==> config.mk <==
export PLATFORM = sky130hd
export DESIGN_NAME = audio_pwm_mixer
export DESIGN_NICKNAME = d
export VERILOG_FILES = /design/src/rtl/audio_pkg.sv /design/src/rtl/pwm_frame_core.sv /design/src/rtl/audio_pwm_mixer.sv
export SDC_FILE = /design/constraint.sdc
export NUM_CORES = 1
export LEC_CHECK = 0
export CAP_MARGIN = 30
export CORE_UTILIZATION = 44
export CTS_BUF_LIST = sky130_fd_sc_hd__clkbuf_8
export CTS_CLUSTER_SIZE = 8
export DETAILED_ROUTE_END_ITERATION = 12
export PLACE_DENSITY = 0.67
export RECOVER_POWER = 50
export SYNTH_ARGS = -nofsm -noshare
export SYNTH_HDL_FRONTEND = slang
export SYNTH_HIERARCHICAL = 1
export SYNTH_SLANG_ARGS = --single-unit
==> constraint.sdc <==
create_clock -name clk -period 5 [get_ports clk]
set_clock_uncertainty 0.1 [all_clocks]
set_input_delay 1.25 -clock clk [delete_from_list [all_inputs] [get_ports clk]]
set_output_delay 1.25 -clock clk [all_outputs]
set_load 0.005 [all_outputs]
==> src/rtl/audio_pkg.sv <==
// rtl/audio_pkg.sv - shared widths, phase decode constants and voice term helper for the PWM mixer
package audio_pkg;

    localparam int SAMPLE_W  = 7;
    localparam int MIX_W     = 9;
    localparam int FRAME_LEN = 512;

    localparam logic [MIX_W-1:0] PH_V1   = MIX_W'(0);
    localparam logic [MIX_W-1:0] PH_V2   = MIX_W'(1);
    localparam logic [MIX_W-1:0] PH_V3   = MIX_W'(2);
    localparam logic [MIX_W-1:0] PH_V4   = MIX_W'(3);
    localparam logic [MIX_W-1:0] PH_CAPT = MIX_W'(4);
    localparam logic [MIX_W-1:0] PH_LAST = MIX_W'(FRAME_LEN - 1);

    function automatic logic [MIX_W-1:0] voice_term(
        input logic [SAMPLE_W-1:0] sample,
        input logic                en,
        input logic [1:0]          atten
    );
        logic [SAMPLE_W-1:0] shifted;
        shifted = sample >> atten;
        return en ? MIX_W'(shifted) : '0;
    endfunction

endpackage

==> src/rtl/pwm_frame_core.sv <==
// rtl/pwm_frame_core.sv - frame counter, played level register, duty comparator and frame strobe
module pwm_frame_core
    import audio_pkg::*;
(
    input  logic             clk,
    input  logic             rst_n,
    input  logic             enable_i,
    input  logic [MIX_W-1:0] pending_i,
    output logic [MIX_W-1:0] cnt_o,
    output logic [MIX_W-1:0] level_o,
    output logic             pwm_o,
    output logic             strobe_o
);

    logic [MIX_W-1:0] cnt_q;
    logic [MIX_W-1:0] level_q;
    logic             pwm_q;
    logic             strobe_q;

    // The counter wraps naturally because the frame length is 2**MIX_W.
    always_ff @(posedge clk or negedge rst_n) begin
        if (!rst_n) begin
            cnt_q    <= '0;
            level_q  <= '0;
            pwm_q    <= 1'b0;
            strobe_q <= 1'b0;
        end else begin
            cnt_q    <= cnt_q + 1'b1;
            strobe_q <= (cnt_q == PH_LAST);
            pwm_q    <= enable_i & (cnt_q < level_q);
            if (cnt_q == PH_LAST) begin
                level_q <= pending_i;
            end
        end
    end

    assign cnt_o    = cnt_q;
    assign level_o  = level_q;
    assign pwm_o    = pwm_q;
    assign strobe_o = strobe_q;

endmodule

==> src/rtl/audio_pwm_mixer.sv <==
// rtl/audio_pwm_mixer.sv - four-voice time-multiplexed mixer feeding a 512-clock PWM audio frame
module audio_pwm_mixer
    import audio_pkg::*;
(
    input  logic                clk,
    input  logic                rst_n,
    input  logic                enable,
    input  logic [SAMPLE_W-1:0] sample1,
    input  logic [SAMPLE_W-1:0] sample2,
    input  logic [SAMPLE_W-1:0] sample3,
    input  logic [SAMPLE_W-1:0] sample4,
    input  logic [3:0]          voice_en,
    input  logic [7:0]          atten,
    output logic                pwm_out,
    output logic                frame_strobe,
    output logic [MIX_W-1:0]    mix_level
);

    logic [MIX_W-1:0]    cnt;
    logic [MIX_W-1:0]    acc_q, acc_d;
    logic [MIX_W-1:0]    pending_q, pending_d;
    logic [SAMPLE_W-1:0] sel_sample;
    logic                sel_en;
    logic [1:0]          sel_atten;
    logic [MIX_W-1:0]    term;

    // Only the voice owning the current phase is routed to the single adder.
    always_comb begin
        sel_sample = '0;
        sel_en     = 1'b0;
        sel_atten  = 2'd0;
        case (cnt[1:0])
            2'd0: begin sel_sample = sample1; sel_en = voice_en[0]; sel_atten = atten[1:0]; end
            2'd1: begin sel_sample = sample2; sel_en = voice_en[1]; sel_atten = atten[3:2]; end
            2'd2: begin sel_sample = sample3; sel_en = voice_en[2]; sel_atten = atten[5:4]; end
            default: begin sel_sample = sample4; sel_en = voice_en[3]; sel_atten = atten[7:6]; end
        endcase
    end

    assign term = voice_term(sel_sample, sel_en, sel_atten);

    always_comb begin
        acc_d     = acc_q;
        pending_d = pending_q;
        if (cnt == PH_V1) begin
            acc_d = term;
        end else if (cnt <= PH_V4) begin
            acc_d = acc_q + term;
        end
        if (cnt == PH_CAPT) begin
            pending_d = acc_q;
        end
    end

    always_ff @(posedge clk or negedge rst_n) begin
        if (!rst_n) begin
            acc_q     <= '0;
            pending_q <= '0;
        end else begin
            acc_q     <= acc_d;
            pending_q <= pending_d;
        end
    end

    pwm_frame_core u_core (
        .clk       (clk),
        .rst_n     (rst_n),
        .enable_i  (enable),
        .pending_i (pending_q),
        .cnt_o     (cnt),
        .level_o   (mix_level),
        .pwm_o     (pwm_out),
        .strobe_o  (frame_strobe)
    );

endmodule
run_1/pdn.png
Pins as bars on the die edge. Tap cells in gray.
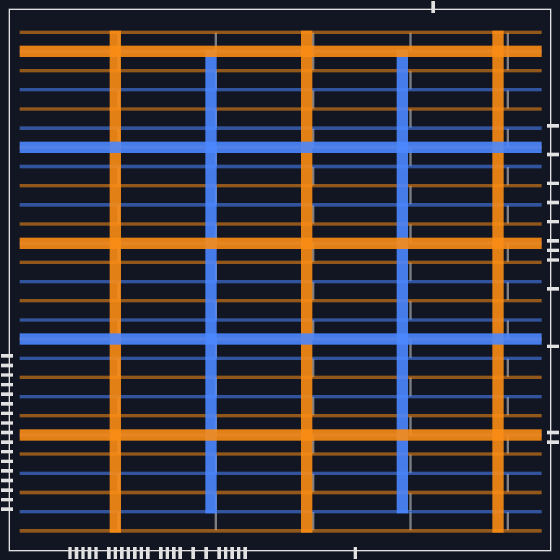
VSS -> orange
VDD -> blue
signal pins = 54
rows = 26
met5 straps = 5
area of the core: 0.00524 mm2
maximum vdd ir drop: 0.138 mV
Die W: 76.6 um

run_1/final_placement.png
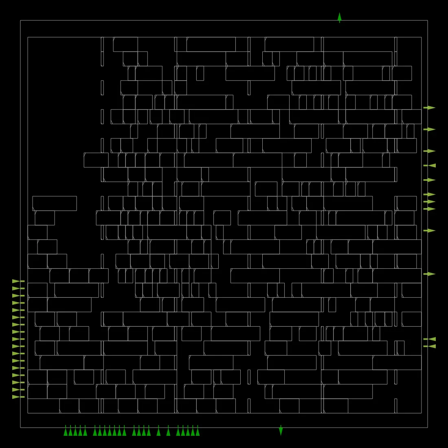
flip-flop and latch share of the layout cell area: 30.8%
FP Rows: 26
number of fill cells: 470
Finished Layout Cells: 362
tap cells: 70

run_1/cell_classes.png
Bar = 20 um. Fill, decap, tap and diode cells in gray.
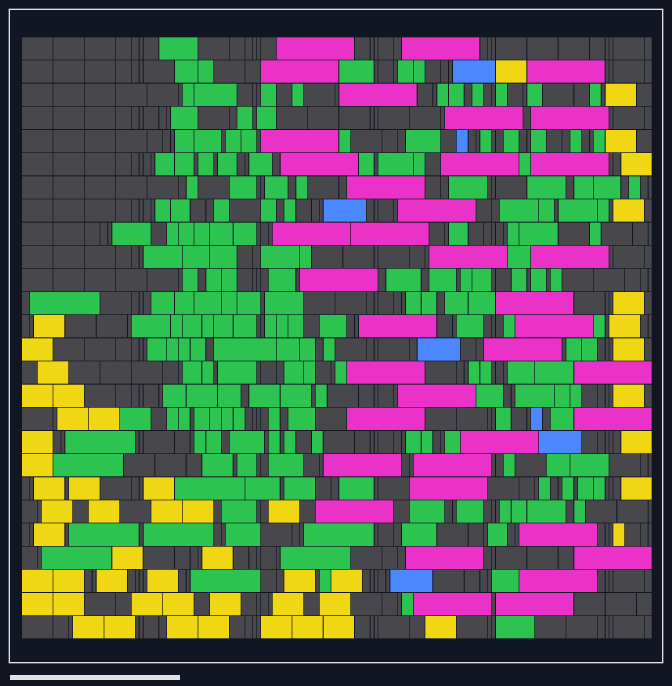
all other logic -> green  # cells 194
other buffers and delay cells -> yellow  # cells 53
clock drivers and dummy loads -> blue  # cells 7
flip-flops -> magenta  # cells 38
area of all placed cells without fillers: 0.00309 mm2
core utilization of the finished layout: 59.0%

==> flow report, run 1 <==
======================================================================================================
Result of the run ....................................................................... complete, but fails checks
Violated checks ......................................................................... capacitance limit, slew limit
DR WL/cell ..............................................................................      14.7 um
Number of warnings reported in the yosys synthesis log ..................................            6
Post-synth tally of flip-flops with integrated enable ...................................            0
Number of clock sinks seen by CTS .......................................................           38
Global-route wire length before repair ..................................................      9.41 mm
Via count of the first global-routing pass ..............................................         2112
CTS resizes .............................................................................            0
Number of hold violations in the final report ...........................................            0
Count of buffers added by post-CTS timing repair for setup ..............................            0
Yosys top cell area share ...............................................................        38.8%
Number of buffers between clock root and the deepest sink ...............................            2
Total via count in the routed design ....................................................         2000
Routability Congestion ..................................................................        0.864
Library cell occupying the most area in the post-synthesis netlist ......................      dfrtp_1
Met2 Wirelength .........................................................................      2.75 mm
Actual transition at the worst max-transition pin .......................................      1.98 ns
Pwr/cell area ...........................................................................   278 mW/mm2
Finish-stage setup viols ................................................................            0
Remaining antenna violation count after routing .........................................            0
Worst-path maximum fanout ...............................................................            8
Most instantiated library cell after synthesis ..........................................      dfrtp_1
Wire length on met1 .....................................................................      2.26 mm
DR iter-0 viols .........................................................................           97
Path type of the worst setup path ....................................................... input port to register
Final #Nets .............................................................................          353
Top layer in use ........................................................................         met4
Max-slew headroom .......................................................................       -31.9%
I/O pin count ...........................................................................           54
Chip area ...............................................................................  0.00587 mm2
Post-synth ARST share ...................................................................         100%
Worst-case setup slack after placement ..................................................     0.509 ns
Clock tree from TritonCTS ...............................................................        built
Late-Pin Clk Latency ....................................................................      0.29 ns
Largest net degree at the start of global routing .......................................           39
Data required time of the worst path ....................................................      5.11 ns
Final hold slack ........................................................................     0.389 ns
Critical path launch point type .........................................................   input port
Fraction of the cycle the final worst path needs ........................................        84.4%
Data arrival, critical path .............................................................      4.33 ns
Yosys stat area .........................................................................  0.00245 mm2
Remaining global-route overflow .........................................................            0
Fraction of the core area occupied by cells at floorplan ................................        46.8%
Quantity of I/O buffers inserted on ports ...............................................           53
DRT Pass-1 Iters ........................................................................            4
PnR worst setup slack ...................................................................     0.779 ns
Synth Register Bits .....................................................................           38
Count of max-cap constraint violations ..................................................            1
CTS Hold Buffers Added ..................................................................            0
Total leakage power .....................................................................      1.34 nW
Total count of max-transition violations in the final report ............................           39
Leading post-synthesis cells by instance count .......................................... 38 x dfrtp_1, 31 x nand2_1, 20 x o21ai_0
Number of standard cells after synthesis ................................................          242
Met3 Routed Length ......................................................................       211 um
H-Tree Depth ............................................................................            2
CTS Root Buffer Type ....................................................................     clkbuf_8
Kind of capture point of the worst setup path ...........................................     register
Setup TNS ...............................................................................         0 ns
Inserted Clock Buffers ..................................................................            5
Clock transition at the register clock pins on the worst setup and hold paths after CTS .      0.07 ns
Final HPWL from detailed placement ......................................................      4.24 mm
Most area-consuming cells after synthesis ............................................... dfrtp_1 39%, mux4_2 9.2%, ha_1 8.7%, mux2_2 5.5%, nand2_1 4.8%
Fraction of final layout cells with drive strength greater than 1 .......................        10.6%
Leading register cell type out of synthesis .............................................      dfrtp_1
Final critical-path required period .....................................................      4.22 ns
Vias per cell ...........................................................................         5.52
Total track usage .......................................................................        20.2%
Worst hold path class ................................................................... register to register
Post-Synthesis Mean Instance Area .......................................................     10.1 um2
Synthesized cell area ...................................................................  0.00245 mm2
Relative area change from synthesis to final layout .....................................        26.2%
Number of warnings the tools reported ...................................................           26
Net count after synthesis ...............................................................          303
Drt total wl ............................................................................      5.31 mm
Unique cell type count in the Yosys netlist .............................................           45
Area after detailed placement ...........................................................  0.00302 mm2
Initial antenna violation count .........................................................            0
Number of placed cells counting well taps ...............................................          355
======================================================================================================
-- run 1: worst paths after layout --
| check | start | endpoint | slack (ns) | depth (start not counted) |
|---|---|---|---|---|
| min | pending_q[6]$_DFFE_PN0N_ | u_core/level_o[6]$_DFFE_PN0P_ | 0.39 | 2 |
| max in group asynchronous | rst_n | u_core/cnt_o[0]$_DFF_PN0_ | 2.25 | 1 |
| min reg2reg | pending_q[6]$_DFFE_PN0N_ | u_core/level_o[6]$_DFFE_PN0P_ | 0.39 | 2 |
| max | atten[0] | acc_q[8]$_DFFE_PN0P_ | 0.78 | 13 |
| max reg2reg | u_core/cnt_o[0]$_DFF_PN0_ | acc_q[8]$_DFFE_PN0P_ | 1.14 | 12 |
| min in group asynchronous | rst_n | u_core/level_o[1]$_DFFE_PN0P_ | 1.41 | 1 |
-- run 1: sequential cells by signal, summed over array words and instances (netlist names) --
signal / cells
acc_q: 9
pending_q: 9
u_core/cnt_o: 9
u_core/level_o: 9
u_core/pwm_o: 1
u_core/strobe_o: 1
-- run 1: per-stage QoR --
step	util (%)	total power [mW]
floorplan	-	0.586
global placement	57.6	0.672
detailed placement	57.6	0.678
CTS	59.0	0.867
global route	59.0	0.924
finish	59.0	0.859
-- run 1: layout by cell type, fill, tap and decap left out, types with 8 or more instances in the layout --
cell / count
clkdlybuf4s50_1: 52
dfrtp_1: 38
nand2_1: 31
o21ai_0: 20
inv_1: 19
ha_1: 17
mux2_2: 12
nor2_1: 11
mux4_2: 10
a21oi_1: 8
nor3_1: 8
-- run 1: logic make-up after synthesis --
logic type,share of synthesized area (%)
adder cells (fa/ha/maj),9.50
AND/OR/NAND/NOR,15.1
multiplexers,15.5
XOR/XNOR,3.22
buffers and inverters,4.50
AND-OR/OR-AND,13.3
flip-flops,38.8
-- run 1: power by group --
| part | switching [mW] | total (mW) | internal, mW |
|---|---|---|---|
| logic | 0.123 | 0.265 | 0.143 |
| clock network | 0.0951 | 0.187 | 0.0917 |
| registers | 0.0431 | 0.407 | 0.364 |
| total | 0.261 | 0.859 | 0.598 |
-- run 1: critical path: stages --
cell and delay (ns):
clkdlybuf4s50_1 0.42, mux4_2 0.57, mux2_2 0.31, nor2_1 0.05
nor3b_1 0.20, ha_1 0.22, inv_1 0.06, fa_1 0.37
nor2b_1 0.19, o31a_1 0.20, o311ai_0 0.18, nor3_1 0.19
o21bai_1 0.12
-- run 1: area by class of cell --
type | instances | area [um2] | area share (%)
Tap cell | 70 | 87.6 | 2.83
Clock buffer | 5 | 68.8 | 2.23
Clock inverter | 2 | 7.51 | 0.243
Timing Repair Buffer | 53 | 524 | 17.0
Multi-Input combinational cell | 177 | 1390 | 44.9
Inverter | 17 | 63.8 | 2.06
Sequential cell | 38 | 951 | 30.8
-- run 1: metal layers --
layer,track usage [%],up-vias
met3,3.47,10
met1,24.7,950
met5,0,-
met2,35.8,62
met4,7.12,0
li1,-,978
==> run 2, diff against run 1 <==
==> constraint.sdc (replaced) <==
create_clock -name clk -period 4.3 [get_ports clk]
set_clock_uncertainty 0.1 [all_clocks]
set_input_delay 1.075 -clock clk [delete_from_list [all_inputs] [get_ports clk]]
set_output_delay 1.075 -clock clk [all_outputs]
set_load 0.005 [all_outputs]
run_2/clock_map.png
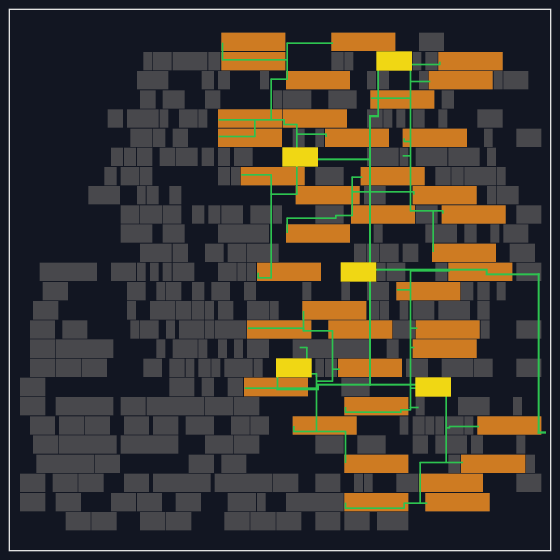
clock wires -> green  # length 449 um
cells driving clock nets -> yellow  # count 5
flip-flops -> orange  # count 38
routed clock nets = 6
portion of total power attributed to the clock network: 26.7%
Late-Pin Clk Latency: 0.29 ns

run_2/final_placement.png
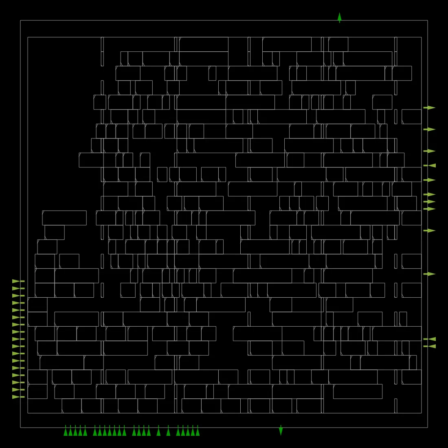
flip-flop and latch share of the layout cell area: 30.1%
number of fill cells: 447

run_2/cell_classes.png
Bar = 20 um. Fill, decap, tap and diode cells in gray.
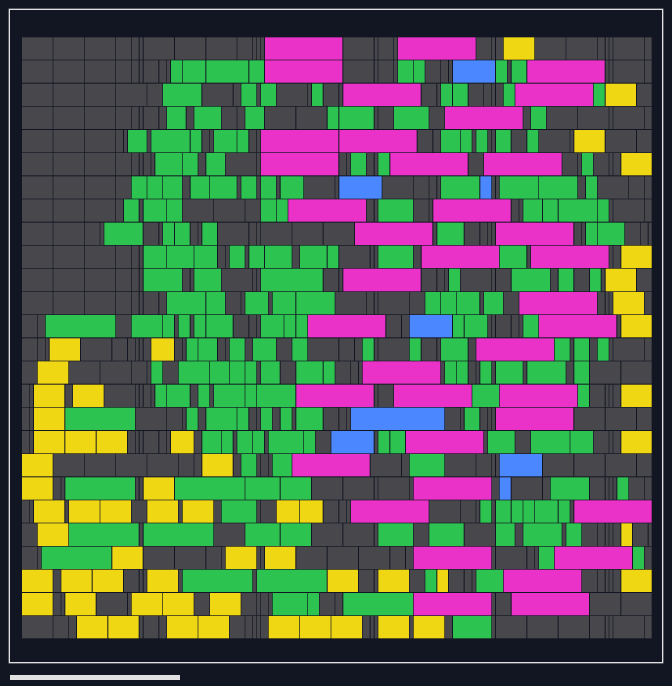
other buffers and delay cells -> yellow  # cells 58
flip-flops -> magenta  # cells 38
all other logic -> green  # cells 194
clock drivers and dummy loads -> blue  # cells 8
core utilization of the finished layout: 60.3%
area of all placed cells without fillers: 0.00316 mm2

==> run 2 against run 1 <==
The run still ends with capacitance limit, slew limit left. Core utilization is 1.3 points higher. First-iteration DRC count is 1.0% higher. Count of clock-buffer cells in the layout stayed put. Combinational power is 18% higher. Sequential power is 16% higher. Via count is 1.5% higher. Non-clock buffer count is 5 higher. Synthesized area stayed put. Register-to-register slack worse by 0.65 ns. Sequential cell count stayed put. Cell count is 1.7% higher. Die area stayed put. Critical path type unchanged. Critical endpoint is now acc_q[7]$_DFFE_PN0P_. Highest routed layer unchanged.
==> flow report, run 2 <==
======================================================================================================
Total count of max-transition violations in the final report ............................           39   unchanged
Fraction of final layout cells with drive strength greater than 1 .......................        12.4%   was 10.6%
Yosys stat area .........................................................................  0.00245 mm2   unchanged
Remaining antenna violation count after routing .........................................            0   unchanged
Start point of the critical path ........................................................     atten[6]   was atten[0]
Kind of capture point of the worst setup path ...........................................     register   unchanged
Via count of the first global-routing pass ..............................................         2050   was 2112
PnR Total Power .........................................................................      1.08 mW   was 0.859 mW
Total track usage .......................................................................        20.3%   was 20.2%
Data required time of the worst path ....................................................      4.41 ns   was 5.11 ns
Switching portion of total power ........................................................        29.2%   was 30.4%
Number of warnings reported in the yosys synthesis log ..................................            6   unchanged
H-Tree Depth ............................................................................            2   unchanged
Chip area ...............................................................................  0.00587 mm2   unchanged
Total leakage power .....................................................................      1.37 nW   was 1.34 nW
Inserted Clock Buffers ..................................................................            5   unchanged
Relative area change from synthesis to final layout .....................................        28.9%   was 26.2%
Leading post-synthesis cells by instance count .......................................... 38 x dfrtp_1, 31 x nand2_1, 20 x o21ai_0   unchanged
Result of the run ....................................................................... complete, but fails checks   unchanged
Number of buffers between clock root and the deepest sink ...............................            2   unchanged
Final #Nets .............................................................................          358   was 353
Most area-consuming cells after synthesis ............................................... dfrtp_1 39%, mux4_2 9.2%, ha_1 8.7%, mux2_2 5.5%, nand2_1 4.8%   unchanged
Remaining global-route overflow .........................................................            0   unchanged
Library cell occupying the most area in the post-synthesis netlist ......................      dfrtp_1   unchanged
Die W ...................................................................................      76.6 um   unchanged
Internal power contribution .............................................................     0.762 mW   was 0.598 mW
Maximum vdd ir drop .....................................................................     0.176 mV   was 0.138 mV
Post-synth tally of flip-flops with integrated enable ...................................            0   unchanged
Clock tree from TritonCTS ...............................................................        built   unchanged
Fraction of the core area occupied by cells at floorplan ................................        46.8%   unchanged
Pwr/cell area ...........................................................................   341 mW/mm2   was 278 mW/mm2
Critical path launch point type .........................................................   input port   unchanged
Unique cell type count in the Yosys netlist .............................................           45   unchanged
Routability Congestion ..................................................................        0.878   was 0.864
Actual transition at the worst max-transition pin .......................................      1.98 ns   about the same
Synth Register Bits .....................................................................           38   unchanged
Finish-stage setup viols ................................................................            0   unchanged
Setup TNS ...............................................................................         0 ns   unchanged
Relative contribution of combinational cells to total power .............................        29.2%   was 30.9%
Area of the core ........................................................................  0.00524 mm2   unchanged
Count of max-cap constraint violations ..................................................            1   unchanged
Max-slew headroom .......................................................................       -31.7%   was -31.9%
FP Rows .................................................................................           26   unchanged
Initial antenna violation count .........................................................            0   unchanged
Number of clock sinks seen by CTS .......................................................           38   unchanged
Worst hold path class ................................................................... register to register   unchanged
Number of warnings the tools reported ...................................................           26   unchanged
DR WL/cell ..............................................................................      14.8 um   was 14.7 um
Global-route wire length before repair ..................................................      9.43 mm   was 9.41 mm
Number of hold violations in the final report ...........................................            0   unchanged
Most frequent logic cell in the layout .................................................. clkdlybuf4s50_1   unchanged
Clock transition at the register clock pins on the worst setup and hold paths after CTS .      0.07 ns   about the same
Final HPWL from detailed placement ......................................................      4.27 mm   was 4.24 mm
Violated checks ......................................................................... capacitance limit, slew limit   unchanged
Reg power frac ..........................................................................        44.1%   was 47.4%
Worst-case setup slack after placement ..................................................   -0.0336 ns   was 0.509 ns
Post-Synthesis Mean Instance Area .......................................................     10.1 um2   unchanged
Largest net degree at the start of global routing .......................................           39   unchanged
Total via count in the routed design ....................................................         2030   was 2000
CTS Root Buffer Type ....................................................................     clkbuf_8   unchanged
Most frequent cells in the layout ....................................................... 52 x clkdlybuf4s50_1, 38 x dfrtp_1, 31 x nand2_1   unchanged
Worst-path maximum fanout ...............................................................            6   was 8
DRT Pass-1 Iters ........................................................................            4   unchanged
Start of the worst register-to-register path ............................................ u_core/cnt_o[0]$_DFF_PN0_   unchanged
Post-synth ARST share ...................................................................         100%   unchanged
Final critical-path required period .....................................................      4.04 ns
======================================================================================================
run 2: cell counts after synthesis:
Identical to the previous run, type by type.
run 2: power groups by stage:
| stage | logic [mW] | clock network [mW] | registers (mW) |
|---|---|---|---|
| 2_1_floorplan | 0.222 | 0 | 0.460 |
| 4_1_cts | 0.309 | 0.294 | 0.474 |
| 5_1_grt | 0.355 | 0.310 | 0.482 |
| 3_3_place_gp | 0.304 | 0 | 0.478 |
| 3_5_place_dp | 0.308 | 0 | 0.481 |
| 6_report | 0.314 | 0.288 | 0.474 |
run 2: worst max-delay path: stages:
cell	delay, ns
clkdlybuf4s50_1	0.41
mux4_2	0.55
buf_4	0.18
mux2_2	0.29
nand2b_1	0.15
o211ai_1	0.14
inv_1	0.08
ha_1	0.29
a211oi_1	0.35
o21ai_0	0.16
a31oi_1	0.23
a21oi_1	0.09
o21ai_0	0.16
run 2: metrics by stage:
stage | cells | utilization (%) | area, um2
after detailed placement | 358 | 58.0 | 3040
after global routing | 368 | 60.3 | 3160
final | 368 | 60.3 | 3160
after global placement | 358 | 58.0 | 3040
after floorplan | 242 | - | 2450
after CTS | 366 | 60.0 | 3140
run 2: final cells by class:
cell class | count | area (um2) | share of cell area, %
Clock buffer | 5 | 68.8 | 2.18
Multi-Input combinational cell | 177 | 1390 | 44.0
Sequential cell | 38 | 951 | 30.1
Inverter | 17 | 63.8 | 2.02
Timing Repair Buffer | 58 | 558 | 17.7
Clock inverter | 3 | 37.5 | 1.19
Tap cell | 70 | 87.6 | 2.77
run 2: worst paths after layout:
path                                                 endpoint  slack, ns  cells after the start
worst max-delay path                     acc_q[7]$_DFFE_PN0P_       0.26                     13
worst min-delay path            u_core/level_o[6]$_DFFE_PN0P_       0.39                      2
worst max register to register           acc_q[8]$_DFFE_PN0P_       0.49                     11
worst min register to register  u_core/level_o[6]$_DFFE_PN0P_       0.39                      2
max in group asynchronous                acc_q[2]$_DFFE_PN0P_       1.73                      1
min in group asynchronous       u_core/level_o[2]$_DFFE_PN0P_       1.23                      1
run 2: cell families (layout without fill, tap and decap cells):
logic type / after synthesis / count (layout) / share of synthesized area [%]
AND/OR/NAND/NOR: 75 / 75 / 15.1
AND-OR/OR-AND: 51 / 51 / 13.3
multiplexers: 24 / 24 / 15.5
flip-flops: 38 / 38 / 38.8
buffers and inverters: 27 / 83 / 4.50
adder cells (fa/ha/maj): 18 / 18 / 9.50
XOR/XNOR: 9 / 9 / 3.22
run 2: layer usage:
metal / vias up / GRT usage (%) / routed length (um)
met1: 983 / 25.6 / 2470
met4: 0 / 5.19 / 60
met5: - / 0 / 0
met2: 52 / 35.7 / 2750
li1: 989 / - / -
met3: 6 / 3.47 / 173
run 2: what timing repair did:
item,in CTS,in global routing
hold buffers,0,0
buffers inserted,0,2
resized,0,1
setup endpoints to repair,0,1
Power and IR drop assume default switching activity.
